run_1/power_grid.png
The bar under the picture is 20 um long. Pins as bars on the die edge.
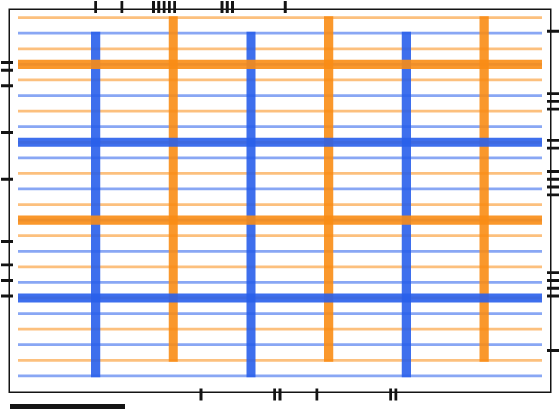
run_1/placement_by_type.png
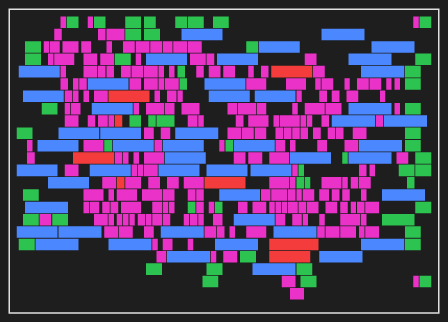
run_1/clk_routes.png
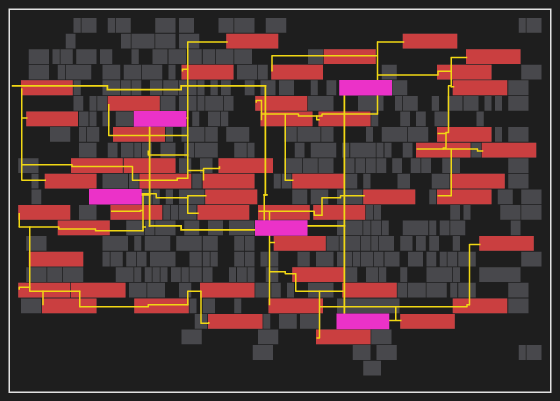
run_1/wires.png
The bar under the picture is 20 um long.
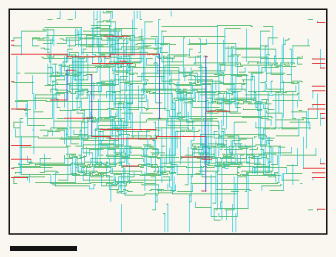
===== config.mk =====
export PLATFORM = sky130hd
export DESIGN_NAME = tcn_to_7seg_driver_flat
export DESIGN_NICKNAME = d
export VERILOG_FILES = /design/src/rtl/tcn_to_7seg_if.sv /design/src/rtl/tcn_to_7seg_driver.sv /design/src/flat_wrapper.sv
export SDC_FILE = /design/constraint.sdc
export NUM_CORES = 1
export LEC_CHECK = 0
export CAP_MARGIN = 30
export CORE_ASPECT_RATIO = 0.7
export CORE_UTILIZATION = 47
export CTS_BUF_LIST = sky130_fd_sc_hd__clkbuf_16
export DETAILED_ROUTE_END_ITERATION = 6
export GPL_TIMING_DRIVEN = 0
export PLACE_DENSITY = 0.82
export SETUP_SLACK_MARGIN = 0.02
export SKIP_LAST_GASP = 1
export SYNTH_ARGS = -nofsm -noshare
export SYNTH_HDL_FRONTEND = slang
export SYNTH_SLANG_ARGS = --single-unit

===== constraint.sdc =====
create_clock -name Clock -period 5.2 [get_ports Clock]
set_clock_uncertainty 0.05 [all_clocks]
set_input_delay 0.52 -clock Clock [delete_from_list [all_inputs] [get_ports Clock]]
set_output_delay 0.52 -clock Clock [all_outputs]
set_load 0.1 [all_outputs]

===== src/rtl/tcn_to_7seg_if.sv =====
// Load/result bus between a requester and the two's-complement to 7-segment driver.
interface tcn_to_7seg_if #(
  parameter int unsigned WIDTH  = 8,
  parameter int unsigned DIGITS = 3
);
  logic [WIDTH-1:0]    N;
  logic                Load;
  logic                Busy;
  logic                Done;
  logic [6:0]          Sign;
  logic [7*DIGITS-1:0] Magnitude;

  modport master (output N, Load, input Busy, Done, Sign, Magnitude);
  modport slave  (input N, Load, output Busy, Done, Sign, Magnitude);
endinterface


===== src/rtl/tcn_to_7seg_driver.sv =====
// Sequential double-dabble converter: WIDTH-bit two's complement to a sign display
// plus DIGITS active-low decimal digits, optional leading-zero blanking.
module tcn_to_7seg_driver #(
  parameter int unsigned WIDTH    = 8,
  parameter int unsigned DIGITS   = 3,
  parameter int unsigned BLANK_LZ = 1
) (
  input logic           Clock,
  input logic           Resetn,
  tcn_to_7seg_if.slave  bus
);

  localparam int unsigned BCD_W = 4 * DIGITS;
  localparam int unsigned SEG_W = 7 * DIGITS;
  localparam int unsigned CNT_W = $clog2(WIDTH);

  function automatic longint unsigned pow10(input int unsigned e);
    longint unsigned r = 1;
    for (int unsigned i = 0; i < e; i++) r = r * 10;
    return r;
  endfunction

  if (WIDTH < 2 || WIDTH > 16) begin : g_bad_width
    $error("tcn_to_7seg_driver: WIDTH must be in 2..16");
  end
  if (pow10(DIGITS) <= (64'd1 << (WIDTH - 1))) begin : g_bad_digits
    $error("tcn_to_7seg_driver: DIGITS too small for WIDTH");
  end

  typedef enum logic [1:0] {S_IDLE, S_CONV, S_UPD} state_e;

  function automatic logic [6:0] seg7(input logic [3:0] d);
    case (d)
      4'd0: seg7 = 7'b1000000;
      4'd1: seg7 = 7'b1111001;
      4'd2: seg7 = 7'b0100100;
      4'd3: seg7 = 7'b0110000;
      4'd4: seg7 = 7'b0011001;
      4'd5: seg7 = 7'b0010010;
      4'd6: seg7 = 7'b0000010;
      4'd7: seg7 = 7'b1111000;
      4'd8: seg7 = 7'b0000000;
      4'd9: seg7 = 7'b0010000;
      default: seg7 = 7'h7F;
    endcase
  endfunction

  state_e             state_q, state_d;
  logic               sgn_q, sgn_d;
  logic [WIDTH-1:0]   mag_q, mag_d;
  logic [BCD_W-1:0]   bcd_q, bcd_d;
  logic [CNT_W-1:0]   cnt_q, cnt_d;
  logic               busy_q, busy_d;
  logic               done_q, done_d;
  logic [6:0]         sign_q, sign_d;
  logic [SEG_W-1:0]   magn_q, magn_d;
  logic [BCD_W-1:0]   bcd_adj;
  logic               lead;

  always_comb begin
    state_d = state_q;
    sgn_d   = sgn_q;
    mag_d   = mag_q;
    bcd_d   = bcd_q;
    cnt_d   = cnt_q;
    busy_d  = busy_q;
    done_d  = 1'b0;
    sign_d  = sign_q;
    magn_d  = magn_q;
    bcd_adj = bcd_q;
    lead    = 1'b1;
    unique case (state_q)
      S_IDLE: begin
        if (bus.Load) begin
          state_d = S_CONV;
          sgn_d   = bus.N[WIDTH-1];
          mag_d   = bus.N[WIDTH-1] ? WIDTH'(~bus.N + WIDTH'(1)) : bus.N;
          bcd_d   = '0;
          cnt_d   = '0;
          busy_d  = 1'b1;
        end
      end
      S_CONV: begin
        // Add-3 correction on every nibble, then shift the next magnitude bit in.
        for (int k = 0; k < int'(DIGITS); k++) begin
          if (bcd_adj[4*k+:4] >= 4'd5) bcd_adj[4*k+:4] = bcd_adj[4*k+:4] + 4'd3;
        end
        bcd_d = {bcd_adj[BCD_W-2:0], mag_q[WIDTH-1]};
        mag_d = {mag_q[WIDTH-2:0], 1'b0};
        cnt_d = cnt_q + CNT_W'(1);
        if (cnt_q == CNT_W'(WIDTH - 1)) state_d = S_UPD;
      end
      S_UPD: begin
        sign_d = (sgn_q && (bcd_q != '0)) ? 7'b0111111 : 7'h7F;
        // Walk from the most significant digit, blanking while only zeros seen.
        for (int k = int'(DIGITS) - 1; k >= 0; k--) begin
          lead = lead && (bcd_q[4*k+:4] == 4'd0);
          if (BLANK_LZ != 0 && lead && k != 0) magn_d[7*k+:7] = 7'h7F;
          else                                  magn_d[7*k+:7] = seg7(bcd_q[4*k+:4]);
        end
        done_d  = 1'b1;
        busy_d  = 1'b0;
        state_d = S_IDLE;
      end
      default: state_d = S_IDLE;
    endcase
  end

  always_ff @(posedge Clock or negedge Resetn) begin
    if (!Resetn) begin
      state_q <= S_IDLE;
      sgn_q   <= 1'b0;
      mag_q   <= '0;
      bcd_q   <= '0;
      cnt_q   <= '0;
      busy_q  <= 1'b0;
      done_q  <= 1'b0;
      sign_q  <= 7'h7F;
      magn_q  <= {DIGITS{7'h7F}};
    end else begin
      state_q <= state_d;
      sgn_q   <= sgn_d;
      mag_q   <= mag_d;
      bcd_q   <= bcd_d;
      cnt_q   <= cnt_d;
      busy_q  <= busy_d;
      done_q  <= done_d;
      sign_q  <= sign_d;
      magn_q  <= magn_d;
    end
  end

  assign bus.Busy      = busy_q;
  assign bus.Done      = done_q;
  assign bus.Sign      = sign_q;
  assign bus.Magnitude = magn_q;

endmodule


===== src/flat_wrapper.sv =====
// flat-port wrapper written by rule: the top's interface ports become plain ports
module tcn_to_7seg_driver_flat 
#(
  parameter int unsigned WIDTH    = 8,
  parameter int unsigned DIGITS   = 3,
  parameter int unsigned BLANK_LZ = 1
)
  (Clock, Resetn, bus_N, bus_Load, bus_Busy, bus_Done, bus_Sign, bus_Magnitude);
  tcn_to_7seg_if #(.WIDTH(WIDTH), .DIGITS(DIGITS)) bus_i ();
  input logic Clock;
  input logic Resetn;
  input wire logic [$bits(bus_i.N)-1:0] bus_N;
  input wire logic [$bits(bus_i.Load)-1:0] bus_Load;
  output wire logic [$bits(bus_i.Busy)-1:0] bus_Busy;
  output wire logic [$bits(bus_i.Done)-1:0] bus_Done;
  output wire logic [$bits(bus_i.Sign)-1:0] bus_Sign;
  output wire logic [$bits(bus_i.Magnitude)-1:0] bus_Magnitude;
  assign bus_i.N = bus_N;
  assign bus_i.Load = bus_Load;
  assign bus_Busy = bus_i.Busy;
  assign bus_Done = bus_i.Done;
  assign bus_Sign = bus_i.Sign;
  assign bus_Magnitude = bus_i.Magnitude;
  tcn_to_7seg_driver #(.WIDTH(WIDTH), .DIGITS(DIGITS), .BLANK_LZ(BLANK_LZ)) u_core (.Clock(Clock), .Resetn(Resetn), .bus(bus_i));
endmodule

==> impl_metrics.py, run 1 <==
# Synthesis and PnR figures
metrics = {
    "status": {
        "status": "finished, final reports clean",
    },
    "global_routing": {
        "grt.met2_usage": 0.324,
        "grt_busiest_layer": "met2",
        "antenna_found_initial": 0,
        "grt_overflow": 0,
        "grt_pass1_vias": 2163,
        "grt_max_degree": 33,
    },
    "final_timing": {
        "finalHoldViolations": 0,
        "slew_viol_final": 0,
        "layout_setup_ws_ps": 2660,
        "grt_setup_unrepaired": "no",
        "worst_pin_slew_ps": 978,
        "setup_viol": 0,
        "finalCritPeriodShare": 0.488,
        "slew_headroom": 0.346,
    },
    "setup_path": {
        "arrival_ps": 1970,
        "critPathCaptureType": "output pin",
        "crit_buf_inv": 1,
        "r2r_slack_ps": 3320,
        "cpPeakStageDelay_ps": 1140,
        "crit_path_start_kind": "flip-flop",
        "critPathTopFamily": "buffers and inverters",
        "cpMaxStageDelayCell": "clkdlybuf4s50_1",
        "required_ps": 4630,
        "timing_worst_setup_path_type": "flip-flop to output pin",
    },
    "logic_synthesis": {
        "yosys_cells": 288,
        "ys_chip_area_mm2": 0.00280,
        "most_common_cell": "dfrtp_1",
        "netlist_instances": 288,
        "yosys.area_share.adder": 0.0803,
        "yosysUniqueCellTypes": 52,
        "top_cells_by_count": "28 x dfrtp_1, 23 x nor2_1, 22 x dfstp_2",
        "synth_area_mm2": 0.00280,
        "simple_gate_share": 0.119,
        "avgSynthCellArea_um2": 9.74,
        "top_cell_area_share": 0.250,
        "ys_ff": 50,
        "synthMuxAreaShare": 0.0299,
        "edf_count": 0,
        "synth.largest_area_cell": "dfrtp_1",
        "area_leaders": "dfrtp_1 25%, dfstp_2 21%, ha_1 8.0%",
        "flop_cell": "dfrtp_1",
        "xor_share": 0.0219,
    },
    "drt": {
        "final_antenna_net_count": 0,
        "drc_errors": 0,
        "viasPerCell": 5.56,
        "wl_met3_um": 225,
        "wl_met2_um": 2750,
        "routedWlPerCell_um": 15.0,
    },
    "worst_hold_path": {
        "hold_class": "input pin to asynchronous set/reset pin",
    },
    "clock_network": {
        "clk_pin_slew_ps": 70,
        "cts_tree": "yes",
        "post_cts_buffers": 0,
        "cts-resized-gates": 0,
        "cts.sinks": 50,
        "holdBufCountCts": 0,
        "cts_buffers": 5,
    },
    "cells_and_area": {
        "mostFrequentLayoutCells": "32 x clkdlybuf4s50_1, 28 x dfrtp_1, 23 x nor2_1",
        "clock_buffers": 5,
        "nNonClkBuffers": 54,
        "sh_comb_area": 0.392,
        "nMultiInputCombCells": 202,
        "diodes": 0,
        "fill_cells": 486,
        "dominant_cells": "multi-input combinational cells",
        "layout.cells.non_filler": 410,
        "finalNetCount": 363,
        "largest_reg_flops": 21,
        "ff_count": 50,
        "seq_area_frac": 0.373,
    },
    "floorplan": {
        "fp_util": 0.490,
        "fp.coreArea_mm2": 0.00573,
        "tap_cells": 75,
    },
    "place": {
        "numPortBuffers": 33,
        "place.gp.congestion": 0.928,
        "dp_cells": 402,
        "dp_hpwl_um": 4420,
    },
    "run": {
        "log.warning_count": 35,
    },
}
## Picture notes: power_grid.png
- VSS: blue
- VDD: orange
- met1 rails: 24
- met5 straps: 4
- met4 straps: 6
Die W: 94.3 um

## Picture notes: placement_by_type.png
- combinational and other logic: magenta (cells 223; share of their area 43%)
- sequential cells: blue (cells 50; share of their area 38%)
- remaining buffers and delay cells: green (cells 54; share of their area 14%)
- clock drivers and dummy loads: red (cells 8; share of their area 5.0%)

## Picture notes: clk_routes.png
- flip-flops: red (count 50)
- clock wires: yellow (length 659 um)
- clock drivers: magenta (count 5)
- flops lie: all over the die
- routed clock nets: 6
clk latency late pin: 290 ps

## Picture notes: wires.png
- metal 1: green (wire length 3100 um)
- metal 4: blue (wire length 86.4 um)
- metal 2: cyan (wire length 2750 um)
- metal 3: red (wire length 226 um)
via count of the routed design: 2281
final WL: 6160 um

==> run 1: through the flow <==
step	hold WS, ps	utilization	area, um^2
2_1_floorplan	174	-	2820
3_3_place_gp	358	0.567	3250
3_5_place_dp	360	0.570	3260
4_1_cts	129	0.598	3430
5_1_grt	157	0.598	3430
6_report	120	0.598	3430
==> run 1: worst paths after layout <==
kind	from	to	depth (start not counted)
hold reg to reg	u_core.sgn_q	u_core.bus.Sign[6]	1
max in group asynchronous	Resetn	u_core.bus.Magnitude[12]	2
setup / recovery	u_core.bus.Magnitude[8]	bus_Magnitude[8]	1
setup reg to reg	u_core.bcd_q[0]	u_core.bcd_q[2]	6
hold / removal	Resetn	u_core.bcd_q[1]	1
min in group Clock	u_core.sgn_q	u_core.bus.Sign[6]	1
==> inputs of run 2 (changes only) <==
PLACE_DENSITY = 0.84   (was 0.82)
clock period = 2.3 ns   (was 5.2 ns; I/O delays follow)
==> impl_metrics.py, run 2 <==
# Synthesis and PnR figures
metrics = {
    "status": {
        "status": "finished, final reports clean",
    },
    "place": {
        "dp_cells": 402,
        "place.gp.congestion": 0.938,
        "place_area_mm2": 0.00326,
        "dp_hpwl_um": 4390,
    },
    "setup_path": {
        "cpMaxStageDelayCell": "clkdlybuf4s50_1",
        "critPathCaptureType": "output pin",
        "reg2regPathDepth": 6,
        "required_ps": 2020,
        "cp_num_cells": 1,
        "critPathTopFamily": "buffers and inverters",
        "worstSetupStartpoint": "u_core.bus.Magnitude[8]",
        "reg2reg_from": "u_core.bcd_q[0]",
        "crit_buf_inv": 1,
        "cpPeakStageDelay_ps": 1130,
        "arrival_ps": 1960,
        "crit_path_start_kind": "flip-flop",
    },
    "logic_synthesis": {
        "simple_gate_share": 0.119,
        "netlist_instances": 288,
        "flop_cell": "dfrtp_1",
        "yosysUniqueCellTypes": 52,
        "synth_area_mm2": 0.00280,
        "synthMuxAreaShare": 0.0299,
        "yosys_cells": 288,
        "most_common_cell": "dfrtp_1",
        "avgSynthCellArea_um2": 9.74,
        "ys_ff": 50,
        "top_cells_by_count": "28 x dfrtp_1, 23 x nor2_1, 22 x dfstp_2",
        "yosys.area_share.adder": 0.0803,
        "area_leaders": "dfrtp_1 25%, dfstp_2 21%, ha_1 8.0%",
        "ys_chip_area_mm2": 0.00280,
    },
    "worst_hold_path": {
        "hold_class": "input pin to flip-flop",
        "min-delay-start": "bus_N[7]",
    },
    "cells_and_area": {
        "post-route-util": 0.600,
        "ff_count": 50,
        "finalNetCount": 364,
        "sh_comb_area": 0.390,
        "mostFrequentLayoutCells": "32 x clkdlybuf4s50_1, 28 x dfrtp_1, 23 x nor2_1",
        "nMultiInputCombCells": 202,
        "layout.cells.non_filler": 411,
        "fin_area_mm2": 0.00344,
        "diodes": 0,
        "nNonClkBuffers": 55,
        "largest_reg_flops": 21,
        "fill_cells": 508,
    },
    "clock_network": {
        "clk_pin_slew_ps": 70,
        "clock_latency_ps": 290,
        "cts_tree": "yes",
        "post_cts_buffers": 0,
        "cts-resized-gates": 0,
    },
    "drt": {
        "routedWlPerCell_um": 15.3,
        "wl_met2_um": 2840,
        "viasPerCell": 5.55,
        "via_count": 2280,
        "drc_errors": 0,
        "final_antenna_net_count": 0,
        "finalWirelength_um": 6270,
        "wl_met3_um": 278,
    },
    "final_timing": {
        "holdWs_ps": 271,
        "setup_viol": 0,
        "slew_viol_final": 0,
        "slew_headroom": 0.352,
        "layout_setup_ws_ps": 64.2,
    },
    "floorplan": {
        "fp_util": 0.490,
        "fp.coreArea_mm2": 0.00573,
        "die_w_um": 94.3,
        "tap_cells": 75,
    },
    "global_routing": {
        "grt_busiest_layer": "met2",
        "grt_max_degree": 32,
        "grt.met2_usage": 0.336,
        "antenna_found_initial": 0,
    },
    "run": {
        "log.warning_count": 35,
    },
}
run 2: cell count changes in the layout (fill, tap and decap cells not counted), sizes merged:
| cell | change |
|---|---|
| clkinv | -2 |
| clkinvlp | +1 |
| dlygate4sd3 | +1 |
| inv | +1 |
run 2: path summary, 6_finish.rpt:
kind / to / slack (ps)
hold / removal: u_core.sgn_q / 270
setup reg to reg: u_core.bcd_q[2] / 400
min in group asynchronous: u_core.bcd_q[0] / 390
hold reg to reg: u_core.bus.Sign[6] / 380
setup / recovery: bus_Magnitude[8] / 60
max in group asynchronous: u_core.bus.Sign[6] / 1210
run 2: what timing repair did:
item / CTS / global route
setup endpoints to repair: 0 / 0
hold endpoints to repair: 9 / 0
hold buffers: 1 / 0
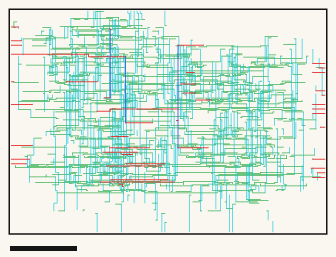
run_2/wires.png
The bar under the picture is 20 um long.
- metal 4: blue (wire length 70.7 um)
- metal 3: red (wire length 278 um)
- metal 1: green (wire length 3080 um)
- metal 2: cyan (wire length 2840 um)

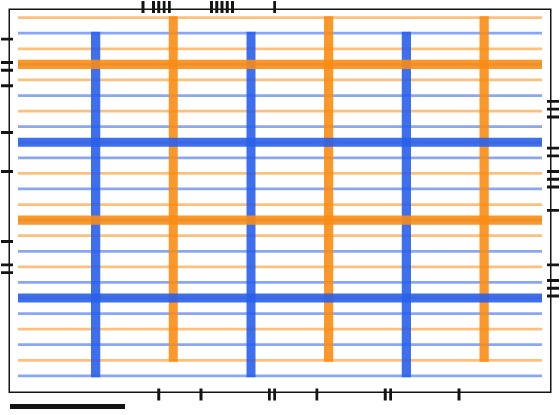
run_2/power_grid.png
The bar under the picture is 20 um long. Pins as bars on the die edge.
- VDD: orange
- VSS: blue
- signal pins: 41
- met5 straps: 4
- met1 rails: 24
- rows: 23
- met4 straps: 6

